## src/rtl/synth_cfg_spi_writer_pkg.sv

```systemverilog
// Shared definitions for the synth cfg SPI writer: cfg byte count, FSM encoding, address helper.
package synth_cfg_spi_writer_pkg;

    localparam int unsigned NUM_CFG_BYTES = 6;

    typedef enum logic [1:0] {
        StIdle = 2'd0,
        StAddr = 2'd1,
        StData = 2'd2
    } state_e;

    function automatic logic [7:0] addr_inc_sat(input logic [7:0] a);
        return (a == 8'hFF) ? 8'hFF : a + 8'd1;
    endfunction

endpackage

```

## src/rtl/sync_edge_detect.sv

```systemverilog
// Multi-flop synchronizer for an asynchronous pin with registered-history edge detection.
module sync_edge_detect #(
    parameter int unsigned STAGES    = 2,
    parameter logic        RESET_VAL = 1'b0
) (
    input  logic clk,
    input  logic reset,
    input  logic d,
    output logic q,
    output logic rise,
    output logic fall
);

    logic [STAGES-1:0] sync_q;
    logic              prev_q;

    always_ff @(posedge clk or posedge reset) begin
        if (reset) begin
            sync_q <= {STAGES{RESET_VAL}};
            prev_q <= RESET_VAL;
        end else begin
            sync_q[0] <= d;
            for (int unsigned i = 1; i < STAGES; i++) begin
                sync_q[i] <= sync_q[i-1];
            end
            prev_q <= sync_q[STAGES-1];
        end
    end

    always_comb begin
        q    = sync_q[STAGES-1];
        rise = q & ~prev_q;
        fall = ~q & prev_q;
    end

endmodule

```

## src/rtl/synth_cfg_spi_writer.sv

```systemverilog
// SPI mode-0 write-frame receiver: address byte then data bytes, emitted as one-hot byte strobes.
module synth_cfg_spi_writer
    import synth_cfg_spi_writer_pkg::*;
#(
    parameter int unsigned NUM_BYTES   = NUM_CFG_BYTES,
    parameter int unsigned SYNC_STAGES = 2
) (
    input  logic                 clk,
    input  logic                 reset,
    input  logic                 spi_sclk,
    input  logic                 spi_cs_n,
    input  logic                 spi_mosi,
    output logic [7:0]           cfg_data,
    output logic [NUM_BYTES-1:0] cfg_we,
    output logic                 busy,
    output logic                 frame_err
);

    state_e state_q, state_d;

    logic sclk_rise, sclk_fall_unused, sclk_s_unused;
    logic cs_rise, cs_fall, cs_n_s_unused;
    logic [SYNC_STAGES-1:0] mosi_q;
    logic mosi_s;

    logic [2:0]           bit_cnt_q, bit_cnt_d, cnt_inc;
    logic [7:0]           shift_q, shift_d;
    logic [7:0]           addr_q, addr_d;
    logic                 byte_done_q, byte_done_d;
    logic                 part_err_q, part_err_d;
    logic                 shift_en, byte_end;
    logic [7:0]           cfg_data_q, cfg_data_d;
    logic [NUM_BYTES-1:0] cfg_we_q, cfg_we_d;
    logic                 frame_err_q, frame_err_d;

    sync_edge_detect #(
        .STAGES    (SYNC_STAGES),
        .RESET_VAL (1'b0)
    ) u_sclk_sync (
        .clk   (clk),
        .reset (reset),
        .d     (spi_sclk),
        .q     (sclk_s_unused),
        .rise  (sclk_rise),
        .fall  (sclk_fall_unused)
    );

    sync_edge_detect #(
        .STAGES    (SYNC_STAGES),
        .RESET_VAL (1'b1)
    ) u_cs_sync (
        .clk   (clk),
        .reset (reset),
        .d     (spi_cs_n),
        .q     (cs_n_s_unused),
        .rise  (cs_rise),
        .fall  (cs_fall)
    );

    // Same depth as the sclk synchronizer so the sampled bit lines up with the detected edge.
    always_ff @(posedge clk or posedge reset) begin
        if (reset) begin
            mosi_q <= '0;
        end else begin
            mosi_q[0] <= spi_mosi;
            for (int unsigned i = 1; i < SYNC_STAGES; i++) begin
                mosi_q[i] <= mosi_q[i-1];
            end
        end
    end

    assign mosi_s = mosi_q[SYNC_STAGES-1];

    // FSM state register
    always_ff @(posedge clk or posedge reset) begin
        if (reset) begin
            state_q <= StIdle;
        end else begin
            state_q <= state_d;
        end
    end

    // FSM next state
    always_comb begin
        state_d = state_q;
        case (state_q)
            StIdle:  if (cs_fall) state_d = StAddr;
            StAddr:  if (byte_end) state_d = StData;
            StData:  state_d = StData;
            default: state_d = StIdle;
        endcase
        if (cs_fall) state_d = StAddr;
        if (cs_rise) state_d = StIdle;
    end

    // FSM outputs
    always_comb begin
        busy = (state_q != StIdle);
    end

    // Bit datapath; a byte completing on the same clk as cs_rise is still honoured.
    always_comb begin
        shift_en = busy & sclk_rise & ~cs_fall;
        cnt_inc  = bit_cnt_q + 3'd1;
        byte_end = shift_en && (bit_cnt_q == 3'd7);

        bit_cnt_d = shift_en ? cnt_inc : bit_cnt_q;
        if (cs_fall || cs_rise) bit_cnt_d = 3'd0;

        shift_d = shift_en ? {shift_q[6:0], mosi_s} : shift_q;

        addr_d = addr_q;
        if (byte_done_q) addr_d = addr_inc_sat(addr_q);
        if (byte_end && state_q == StAddr) addr_d = {shift_q[6:0], mosi_s};

        byte_done_d = byte_end && (state_q == StData);
        part_err_d  = busy && cs_rise && ((shift_en ? cnt_inc : bit_cnt_q) != 3'd0);
    end

    always_comb begin
        cfg_we_d    = '0;
        cfg_data_d  = cfg_data_q;
        frame_err_d = part_err_q;
        if (byte_done_q) begin
            if (32'(addr_q) < NUM_BYTES) begin
                cfg_data_d = shift_q;
                for (int unsigned i = 0; i < NUM_BYTES; i++) begin
                    cfg_we_d[i] = (32'(addr_q) == i);
                end
            end else begin
                frame_err_d = 1'b1;
            end
        end
    end

    always_ff @(posedge clk or posedge reset) begin
        if (reset) begin
            bit_cnt_q   <= '0;
            shift_q     <= '0;
            addr_q      <= '0;
            byte_done_q <= 1'b0;
            part_err_q  <= 1'b0;
            cfg_data_q  <= '0;
            cfg_we_q    <= '0;
            frame_err_q <= 1'b0;
        end else begin
            bit_cnt_q   <= bit_cnt_d;
            shift_q     <= shift_d;
            addr_q      <= addr_d;
            byte_done_q <= byte_done_d;
            part_err_q  <= part_err_d;
            cfg_data_q  <= cfg_data_d;
            cfg_we_q    <= cfg_we_d;
            frame_err_q <= frame_err_d;
        end
    end

    assign cfg_data  = cfg_data_q;
    assign cfg_we    = cfg_we_q;
    assign frame_err = frame_err_q;

endmodule

```

## config.mk

```make
export PLATFORM = sky130hd
export DESIGN_NAME = synth_cfg_spi_writer
export DESIGN_NICKNAME = d
export VERILOG_FILES = /design/src/rtl/synth_cfg_spi_writer_pkg.sv /design/src/rtl/sync_edge_detect.sv /design/src/rtl/synth_cfg_spi_writer.sv
export SDC_FILE = /design/constraint.sdc
export NUM_CORES = 1
export LEC_CHECK = 0
export CORE_MARGIN = 3
export CORE_UTILIZATION = 51
export CTS_BUF_LIST = sky130_fd_sc_hd__clkbuf_4
export CTS_CLUSTER_DIAMETER = 150
export DETAILED_ROUTE_END_ITERATION = 8
export HOLD_SLACK_MARGIN = 0.02
export PLACE_DENSITY = 0.82
export REMOVE_ABC_BUFFERS = 1
export SLEW_MARGIN = 20
export SYNTH_ARGS = -nofsm -noshare
export SYNTH_HDL_FRONTEND = slang
export SYNTH_HIERARCHICAL = 1
export SYNTH_SLANG_ARGS = --single-unit
```

## constraint.sdc

```tcl
create_clock -name clk -period 2.4 [get_ports clk]
set_input_delay 0.36 -clock clk [delete_from_list [all_inputs] [get_ports clk]]
set_output_delay 0.36 -clock clk [all_outputs]
set_load 0.05 [all_outputs]
```

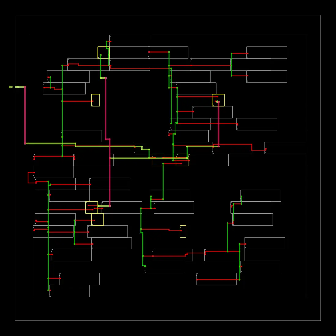
*The clock network, run 1*
# clk buffers: 6
Worst Skew: 0.0128 ns
clock net sink count: 46
Clk. pwr: 0.362 mW

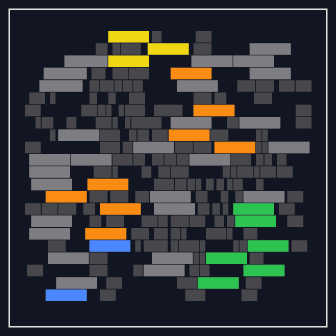
*Where the registers sit, run 1*
Other sequential cells in the stronger grey, the rest of the logic in the fainter grey.
legend:
  blue:
    netlist_name: mosi_q
    placed_flops: 2
  orange:
    netlist_name: shift_q
    placed_flops: 8
  yellow:
    netlist_name: bit_cnt_q
    placed_flops: 3
  green:
    netlist_name: cfg_we
    placed_flops: 6
    where: lower right
utilization after layout: 62.3%
sequential share of cell area: 48.8%
seq pwr: 0.912 mW
Reg area: 1150 sq um

==> reports/metrics.yaml, run 1 <==
max-vdd-ir-drop_mv: 0.421
drv_slew: 0
area_delta_synth_final_pct: 13.9
drt_iter0_drc: 105
crit_arrival_ns: 2.25
worstMarginPinSlew_ns: 0.503
cp-end-kind: "register"
postRouteWirelength_mm: 3.43
die_width_microns: 69.8
setup_viol: 0
grt_max_degree: 41
hold_viol_final: 0
cts_root_buf: "clkbuf_4"
cts_buffer_depth: 2
dr_total_vias: 1317
power.density_nw_per_um2: 622
wire_per_inst_microns: 14.6
grt_pass1_vias: 1345
slew_headroom_pct: 66.4
die-area_sq_um: 4870
cts_buffers: 5
grt_pass1_wl_mm: 5.99
avgSynthCellArea_sq_um: 12.7
log.warning_count: 30
fp-utilization_pct: 54.7
die_h_microns: 69.8
antenna_found_initial: 0
cts_tree: "built"
vias_per_cell: 5.58
post_route_cells_drive_above_1_share_pct: 23.4
clock_latency_ns: 0.36
dr.pass1.iters: 4
path_class: "reg2reg"
htreeDepth: 2
timing.final.crit_share_pct: 83.4
netlist_area_sq_um: 2080
gp_congestion: 0.899
status: "finished clean"
overflow: 0
yosysWarnings: 6
p_leak_nw: 1.11
synthCells: 163
critPathMaxFanout: 9
track_usage_pct: 15.3
worstPathRequired_ns: 2.64
fmax_ghz: 0.500
start_kind: "register"
drc_errors: 0
clkTransAtPathRegs_ns: 0.12
antenna_cells: 0
fillerInstances: 308
multiInputGateArea_sq_um: 830
ant_nets: 0
drv_cap: 0
fin_ws_ns: 0.399
dp_slack_ns: 0.412
power_mw: 1.47
layout.nets: 201
setup_tns_ns: 0
rsz0062_at_grt: "false"
hold_path.class: "in2async"
dp_hpwl_mm: 2.49
ioPinCount: 21
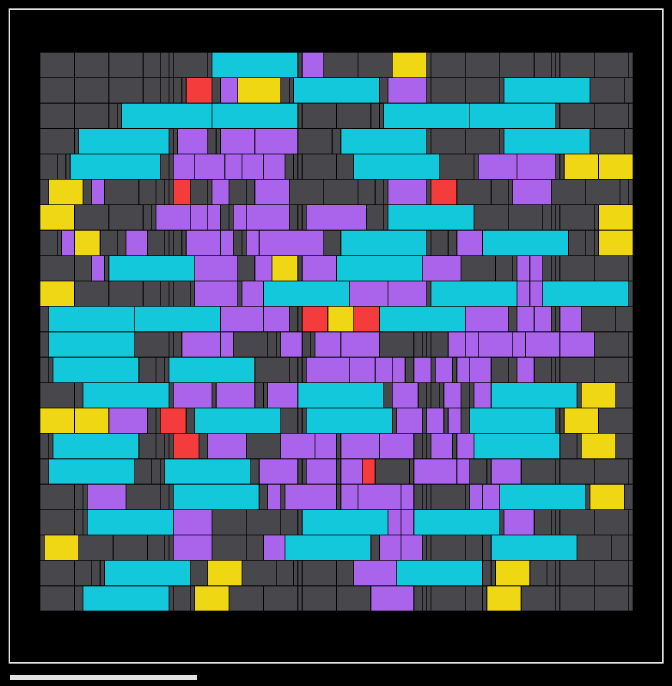
*Cells coloured by class, run 1*
Scale bar: 20 microns. Fill, decap, tap and diode cells in grey.
legend:
  cyan:
    class: registers
    cells: 46
    share_of_their_area: 50%
  red:
    class: clock drivers and dummy loads
    cells: 8
    share_of_their_area: 2.3%
  yellow:
    class: remaining buffers and delay cells
    cells: 23
    share_of_their_area: 9.8%
  purple:
    class: remaining logic cells
    cells: 111
    share_of_their_area: 38%
# rows: 22
Design Area, Final: 2360 sq um
Core ar.: 3800 sq um

run 1: metal layers:
layer | share of wire [%] | up-vias | GRT usage, %
met2 | 50 | 30 | 24.7
met1 | 44 | 653 | 19.7
met3 | 3.8 | 9 | 3.48
li1 | - | 625 | -
met5 | 0 | - | 0
met4 | 2.0 | 0 | 6.81
run 1: path summary, 6_finish.rpt:
path	depth (start not counted)	endpoint	slack, ns	startpoint
worst min register to register	0	u_cs_sync/sync_q[1]	0.37	u_cs_sync/sync_q[0]
worst max-delay path	4	shift_q[1]	0.40	u_cs_sync/sync_q[1]
worst max register to register	4	shift_q[1]	0.40	u_cs_sync/sync_q[1]
max in group asynchronous	3	shift_q[2]	1.60	reset
min in group clk	0	u_cs_sync/sync_q[1]	0.37	u_cs_sync/sync_q[0]
worst min-delay path	2	u_sclk_sync/sync_q[0]	0.21	reset
run 1: timing repair:
item / CTS / global route
hold buffers: 0 / 0
buffers inserted: 0 / 0
resized: 0 / 1
setup endpoints to repair: 0 / 1
run 1: cell usage in the layout, fill, tap and decap left out, drive strengths merged, types with 2 or more instances in the layout:
master and instances:
clkbuf 6, buf 3, nor2b 2, nand3 5, mux2i 7, and3 6, nor4b 2, and2 3
nor4 2, nor3 8, nand2 6, mux2 16, clkdlybuf4s50 19, o21ai 2, nor3b 2, dfstp 3
clkinv 2, o221a 2, nor2 6, nand4 2, a21oi 5, ha 9, dfrtp 43, a31oi 2
inv 11
run 1: per-stage QoR:
| step | hold slack (ns) | instance area [sq um] | std cells |
|---|---|---|---|
| 2_1_floorplan | 0.114 | 2030 | 157 |
| 6_report | 0.208 | 2360 | 236 |
| 3_3_place_gp | 0.335 | 2310 | 228 |
| 4_1_cts | 0.204 | 2360 | 236 |
| 5_1_grt | 0.208 | 2360 | 236 |
| 3_5_place_dp | 0.338 | 2310 | 228 |
run 1: report_power, final:
part           internal, mW  switching, mW  leakage (nW)
Combinational        0.0956          0.101         0.465
Clock                 0.122          0.241        0.0331
Sequential            0.845         0.0677         0.612
run 1: state kept, by name, indices dropped and copies added (netlist names), 2 cells and up:
signal / count
addr_q: 8
cfg_data: 8
shift_q: 8
cfg_we: 6
bit_cnt_q: 3
mosi_q: 2
state_q: 2
u_cs_sync/sync_q: 2
u_sclk_sync/sync_q: 2
run 1: layout make-up:
cell class              count  area share [%]
flip-flops and latches     46            48.8
multi-input cells         100            35.1
repair buffers             23            9.52
well taps                  48            2.54
clock buffers               6            1.90
inverters                  11            1.75
clock inverters             2           0.370
run 1: critical path: stages, from the launching register on:
cell and delay (ns):
dfstp_2 0.55, and2b_2 0.27, nor3b_4 0.46, buf_4 0.27, mux2_2 0.35
### Logic cells by family, run 1

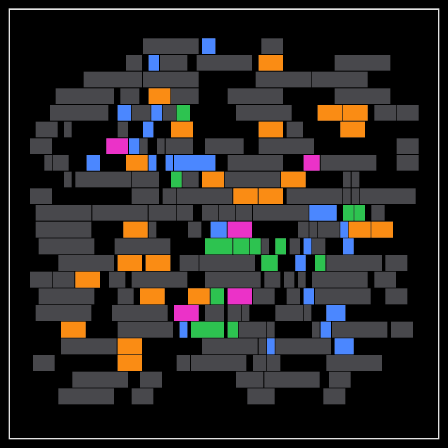

--- run 2 (diff from run 1) ---
==> constraint.sdc (replaced) <==
create_clock -name clk -period 2 [get_ports clk]
set_input_delay 0.3 -clock clk [delete_from_list [all_inputs] [get_ports clk]]
set_output_delay 0.3 -clock clk [all_outputs]
set_load 0.05 [all_outputs]
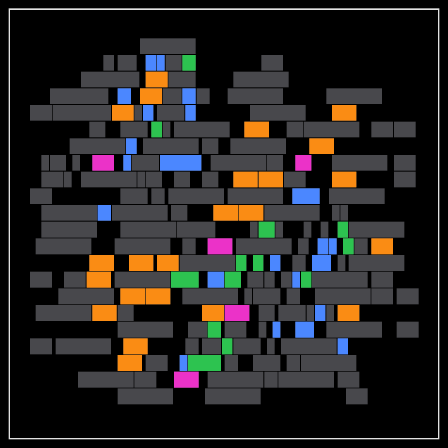
*Logic cells by family, run 2*
legend:
  orange:
    family: mux cells
    cells: 23
    most_used: mux2_2
  magenta:
    family: non-inverting ao/oa cells
    cells: 5
    most_used: o221a_2
  green:
    family: aoi and oai cells
    cells: 13
    most_used: a21oi_1
  blue:
    family: nor cells
    cells: 22
    most_used: nor3_1
combinational fraction of the cell area: 35.0%
final cell count without fillers: 237
most frequent logic cell in the layout: dfrtp_1

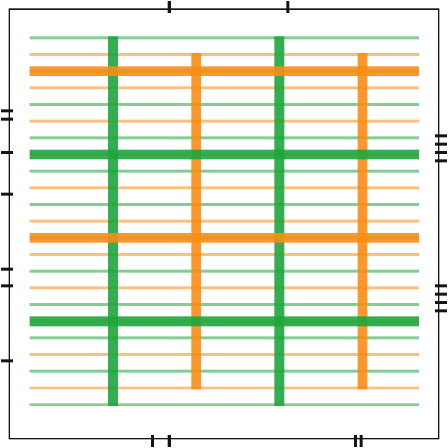
*Power grid, run 2*
Pins as bars on the die edge.
legend:
  orange:
    net: VDD
  green:
    net: VSS
met5 straps: 4
met1 rails: 23
met4 straps: 4
rows: 22
Die Y: 69.8 microns
VDD IR max: 0.494 mV
Die Wd: 69.8 microns

==> reports/metrics.yaml, run 2 <==
status: "finished clean"
cts_buffer_depth: 2  # unchanged
ant_nets: 0  # unchanged
slew_headroom_pct: 66.1  # -0.28 points
cts_tree: "built"
r2r_end: "shift_q[3]"
die-area_sq_um: 4870  # unchanged
cts_resized: 0  # unchanged
power_mw: 1.75  # +19%
layout.nets: 202  # +0.50%
vias_per_cell: 5.43  # -2.7%
swShare_pct: 27.2  # -0.61 points
gp_congestion: 0.847  # -5.8%
rr_worst_depth: 4  # unchanged
final_area_sq_um: 2370  # +0.11%
ioPinCount: 21  # unchanged
placed_area_sq_um: 2310  # +0.22%
fin_ws_ns: 0.170  # -0.229 ns
overflow: 0  # unchanged
fmax_ghz: 0.546
clock_latency_ns: 0.35  # about the same
min_period_ns: 1.83
p_leak_nw: 1.10  # -0.44%
p_int_mw: 1.27  # +20%
clkPwrFrac_pct: 24.2  # -0.4 points
dr_total_vias: 1287  # -2.3%
setup_tns_ns: 0  # unchanged
dp_hpwl_mm: 2.41  # -3.3%
antenna_found_initial: 0  # unchanged
dp_cells: 229  # +0.44%
dr.pass1.iters: 4  # unchanged
yosysWarnings: 6  # unchanged
path_class: "reg2out"
combPwrFrac_pct: 13.5  # +0.2 points
final_cell_mix: "43 x dfrtp_1, 19 x clkdlybuf4s50_1, 16 x mux2_2, 11 x inv_1, 9 x ha_1"
track_usage_pct: 15.3  # about the same
setup_viol: 0  # unchanged
drc_errors: 0  # unchanged
numClockSinks: 46  # unchanged
drv_cap: 0  # unchanged
finClkSkew_ns: 0.00405  # -0.00871 ns
start_kind: "register"
max_stage_delay_ns: 0.81  # +0.26 ns
wire_per_inst_microns: 13.7  # -6.0%
cts_root_buf: "clkbuf_4"
io_buffer_count: 20
grt_pass1_vias: 1333  # -0.89%
cts_buffers: 5  # unchanged
cts_hold_buf: 0  # unchanged
synthCells: 163  # unchanged
r2r-start: "u_cs_sync/sync_q[1]"
post_route_cells_drive_above_1_share_pct: 24.3  # +0.93 points
critPathTopFamily: "buffers and inverters"
path_cells: "clkdlybuf4s50_1"
power_frac_seq_pct: 62.2  # +0.2 points
antenna_cells: 0  # unchanged
hold_slack_ns: 0.144  # -0.0637 ns
clkTransAtPathRegs_ns: 0.12  # about the same
critPathBufInv: 1  # unchanged
ff2ff_setup_slack_ns: 0.20  # -0.20 ns
crit_path_top_delay_cell: "clkdlybuf4s50_1"
cp-end-kind: "output pin"
grt_max_degree: 41  # unchanged
drv_slew: 0  # unchanged
drt_iter0_drc: 91  # -13%
grt_pass1_wl_mm: 5.98  # -0.12%
htreeDepth: 2  # unchanged
critPathMaxFanout: 2  # -7
power.density_nw_per_um2: 739  # +19%
worstPathRequired_ns: 1.70  # -0.94 ns
cts_setup_buffers: 0  # unchanged
dp_slack_ns: 0.212  # -0.200 ns
netlist_area_sq_um: 2080  # unchanged
postRouteWirelength_mm: 3.24  # -5.6%
worstMarginPinSlew_ns: 0.507  # +0.00423 ns
core_region_area_sq_um: 3800  # unchanged
crit_arrival_ns: 1.53  # -0.72 ns
avgSynthCellArea_sq_um: 12.7  # unchanged
rsz0062_at_grt: "false"
p_switching_mw: 0.476  # +16%
hold_path.class: "in2async"
log.warning_count: 30  # unchanged
area_delta_synth_final_pct: 14.0
hold_viol_final: 0  # unchanged
fp-row-count: 22  # unchanged
fp-utilization_pct: 54.7  # unchanged
timing.final.crit_share_pct: 91.5
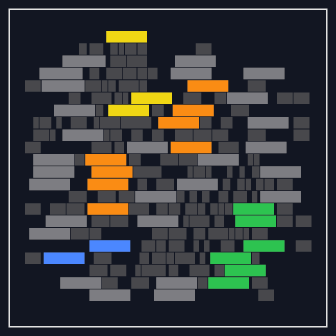
*Where the registers sit, run 2*
Other sequential cells in the stronger grey, the rest of the logic in the fainter grey.
sequential share of cell area: 48.8%
utilization after layout: 62.3%
seq pwr: 1.09 mW

-- run 2: cell count changes in the layout (fill, tap and decap cells not counted), sizes merged --
cell and delta:
dlymetal6s2s -1, buf +2
-- run 2: per-layer routing --
| layer | share of wire [%] | vias to the layer above | track usage [%] |
|---|---|---|---|
| li1 | - | 629 | - |
| met1 | 45 | 627 | 18.5 |
| met2 | 50 | 26 | 25.9 |
| met3 | 4.5 | 5 | 5.65 |
| met4 | 1.0 | 0 | 3.83 |
| met5 | 0 | - | 0 |
-- run 2: area by class of cell --
cell class                      count  area, sq um
Clock inverter                      2         8.76
Tap cell                           48         60.1
Clock buffer                        6         45.0
Multi-Input combinational cell    100          830
Inverter                           11         41.3
Fill cell                         299         1430
Sequential cell                    46         1150
Timing Repair Buffer               24          228
-- run 2: power groups by stage --
stage | logic, mW | registers [mW] | clock network [mW]
floorplan | 0.185 | 1.08 | 0
finish | 0.237 | 1.09 | 0.424
CTS | 0.242 | 1.09 | 0.441
global placement | 0.227 | 1.10 | 0
global route | 0.261 | 1.11 | 0.489
detailed placement | 0.243 | 1.11 | 0
-- run 2: worst max-delay path by stage --
stage	startpoint	endpoint	slack, ns	depth (start not counted)
6_report	cfg_data[3]	cfg_data[3]	0.17	1
5_1_grt	u_cs_sync/sync_q[1]	addr_q[1]	0.08	5
4_1_cts	cfg_data[4]	cfg_data[4]	0.15	1
3_5_place_dp	u_cs_sync/sync_q[1]	shift_q[1]	0.21	4
3_3_place_gp	u_cs_sync/sync_q[1]	shift_q[6]	0.27	4
2_1_floorplan	u_cs_sync/sync_q[1]	addr_q[1]	-0.14	5
### Cells coloured by class, run 2

Scale bar: 20 microns. Fill, decap, tap and diode cells in grey.
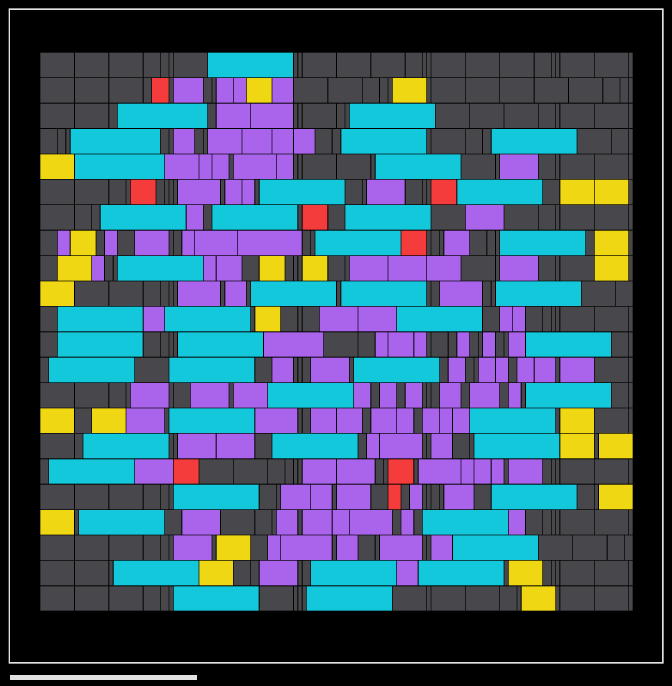

--- run 3 (diff from run 2) ---
--- a/config.mk
+++ b/config.mk
@@ -10,6 +10,7 @@
 export CTS_BUF_LIST = sky130_fd_sc_hd__clkbuf_4
 export CTS_CLUSTER_DIAMETER = 150
 export DETAILED_ROUTE_END_ITERATION = 8
+export GPL_TIMING_DRIVEN = 0
 export HOLD_SLACK_MARGIN = 0.02
 export PLACE_DENSITY = 0.82
 export REMOVE_ABC_BUFFERS = 1
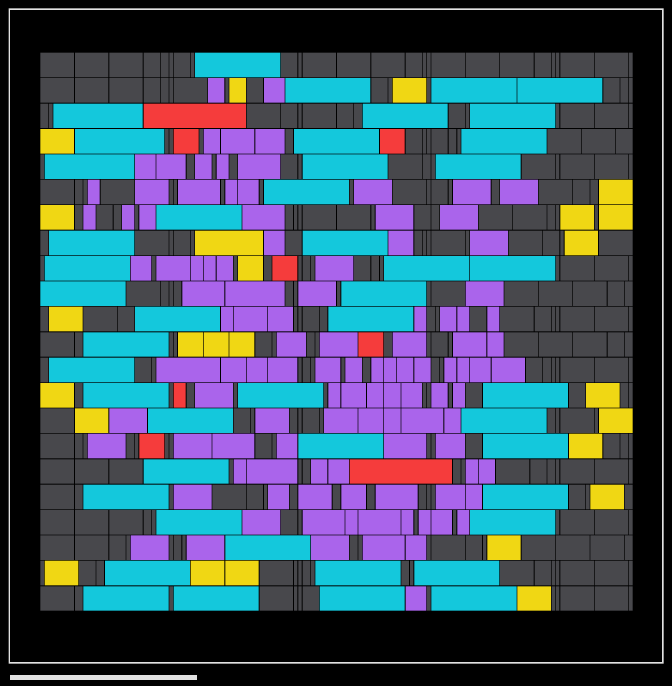
*Cells coloured by class, run 3*
Scale bar: 20 microns. Fill, decap, tap and diode cells in grey.
legend:
  yellow:
    class: remaining buffers and delay cells
    cells: 25
    share_of_their_area: 10%
  purple:
    class: remaining logic cells
    cells: 111
    share_of_their_area: 37%
  cyan:
    class: registers
    cells: 46
    share_of_their_area: 49%
  red:
    class: clock drivers and dummy loads
    cells: 8
    share_of_their_area: 4.3%
utilization after layout: 64.1%
sequential share of cell area: 47.5%
Design Area, Final: 2430 sq um

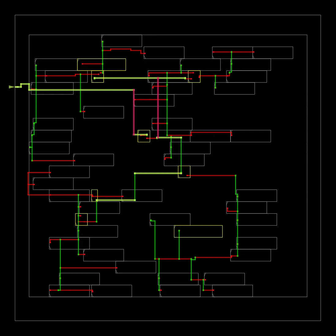
*The clock network, run 3*
Worst Skew: 0.0110 ns
CTS Buf Count: 5
clk latency late pin: 0.35 ns
# clk buffers: 5

==> reports/metrics.yaml, run 3 <==
status: "finished clean"
log.warning_count: 30  # unchanged
slew_headroom_pct: 66.7  # +0.59 points
max-vdd-ir-drop_mv: 0.803  # +63%
worstPathRequired_ns: 2.25  # +0.55 ns
overflow: 0  # unchanged
ant_nets: 0  # unchanged
hold_viol_final: 0  # unchanged
numClockSinks: 46  # unchanged
layout.nets: 203  # +0.50%
vias_per_cell: 5.48  # +0.90%
core_region_area_sq_um: 3800  # unchanged
fp-row-count: 22  # unchanged
wire_per_inst_microns: 14.5  # +5.8%
fillerInstances: 289  # -3.3%
die-area_sq_um: 4870  # unchanged
drv_cap: 0  # unchanged
grt_pass1_wl_mm: 6.13  # +2.5%
worstMarginPinSlew_ns: 0.498  # -0.00885 ns
postRouteWirelength_mm: 3.45  # +6.3%
hold_slack_ns: 0.169  # +0.0252 ns
fp-utilization_pct: 54.7  # unchanged
track_usage_pct: 15.6  # +0.29 points
min_period_ns: 1.87  # +0.0392 ns
setup_viol: 0  # unchanged
power.density_nw_per_um2: 824  # +11%
antenna_found_initial: 0  # unchanged
avgSynthCellArea_sq_um: 12.7  # unchanged
crit_start: "u_cs_sync/sync_q[1]"
htreeDepth: 2  # unchanged
drc_errors: 0  # unchanged
placed_area_sq_um: 2310  # -0.32%
cts_hold_buf: 0  # unchanged
cts_buffer_depth: 2  # unchanged
mostFrequentLayoutCell: "dfrtp_1"
power_mw: 2.01  # +15%
dr_total_vias: 1304  # +1.3%
dr.pass1.iters: 4  # unchanged
timing.final.crit_share_pct: 93.5  # +2.0 points
grt_max_degree: 38  # -7.3%
netlist_area_sq_um: 2080  # unchanged
gp_congestion: 0.886  # +4.6%
cp-end-kind: "register"
drt_iter0_drc: 68  # -25%
grt_pass1_vias: 1354  # +1.6%
cts_root_buf: "clkbuf_4"
r2r-start: "u_cs_sync/sync_q[1]"
die_h_microns: 69.8  # unchanged
hold_path.class: "in2async"
p_leak_nw: 1.13  # +2.5%
dp_hpwl_mm: 2.49  # +3.5%
yosysWarnings: 6  # unchanged
crit_arrival_ns: 2.12  # +0.59 ns
critPathMaxFanout: 9  # +7
fmax_ghz: 0.535  # -2.1%
path_class: "reg2reg"
clkTransAtPathRegs_ns: 0.12  # about the same
die_width_microns: 69.8  # unchanged
area_delta_synth_final_pct: 17.2
antenna_cells: 0  # unchanged
cts_tree: "built"
start_kind: "register"
ioPinCount: 21  # unchanged
io_buffer_count: 20  # unchanged
drv_slew: 0  # unchanged
post_route_cells_drive_above_1_share_pct: 25.8  # +1.5 points
synthCells: 163  # unchanged
final_cell_mix: "43 x dfrtp_1, 19 x clkdlybuf4s50_1, 16 x mux2_2, 10 x inv_1, 9 x ha_1"
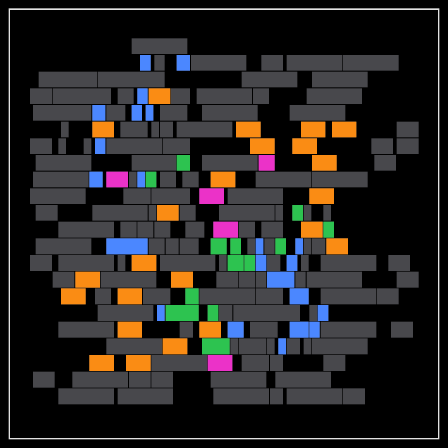
*Logic cells by family, run 3*
legend:
  green:
    family: aoi and oai cells
    cells: 13
    most_used: a21oi_1
    where: centre
  magenta:
    family: non-inverting ao/oa cells
    cells: 5
    most_used: o221a_2
    where: centre
  orange:
    family: mux cells
    cells: 23
    most_used: mux2_2
  blue:
    family: nor cells
    cells: 22
    most_used: nor3_1
combinational fraction of the cell area: 34.1%
final cell count without fillers: 238

==> run 3: per-stage QoR <==
stage                      TNS, ns  setup slack (ns)  std cells
final                            0             0.131        238
after global routing      -0.00850          -0.00850        238
after CTS                        0            0.0155        237
after detailed placement     -2.15            -0.396        226
after global placement       -2.63            -0.383        225
after floorplan             -0.154            -0.145        157
==> run 3: repair_timing <==
item | CTS | global route
pin swaps | 1 | 1
endpoints found under the setup margin | 19 | 3
gates resized | 2 | 2
buffers inserted | 3 | 1
==> run 3: cell type report <==
cell class,instances,area (sq um),share of cell area (%)
sequential,46,1150,47.5
multi-input combinational,100,831,34.1
timing repair buffer,25,245,10.1
clock inverter,3,63.8,2.62
tap,48,60.1,2.47
inverter,11,41.3,1.70
clock buffer,5,37.5,1.54
==> run 3: power by group <==
group	leakage (nW)	switching, mW	internal [mW]	total, mW
logic	0.467	0.130	0.119	0.248
clock network	0.0528	0.283	0.385	0.668
registers	0.612	0.0758	1.01	1.09
total	1.13	0.488	1.52	2.01
==> run 3: final timing paths <==
| kind | end | slack (ns) | cells after the start |
|---|---|---|---|
| worst max-delay path | shift_q[6] | 0.13 | 5 |
| worst min-delay path | u_sclk_sync/sync_q[0] | 0.17 | 2 |
| worst max register to register | shift_q[6] | 0.13 | 5 |
| worst min register to register | u_cs_sync/sync_q[1] | 0.37 | 0 |
| max in group asynchronous | state_q[0] | 1.44 | 3 |
| min in group clk | u_cs_sync/sync_q[0] | 0.34 | 1 |
==> run 3: worst max-delay path: stages, from the launching register on <==
cell,delay [ns]
dfstp_2,0.55
and2b_2,0.27
nor3b_4,0.26
buf_4,0.17
buf_4,0.17
mux2_2,0.35
==> run 3: per-layer routing <==
layer  global-route usage, %  vias up  wire length, microns
li1                        -      631                     -
met1                    18.2      626                  1470
met2                    28.1       43                  1770
met3                    4.35        4                   180
met4                    4.04        0                    23
met5                       0        -                     0
Power is estimated from default activity; no workload was simulated.
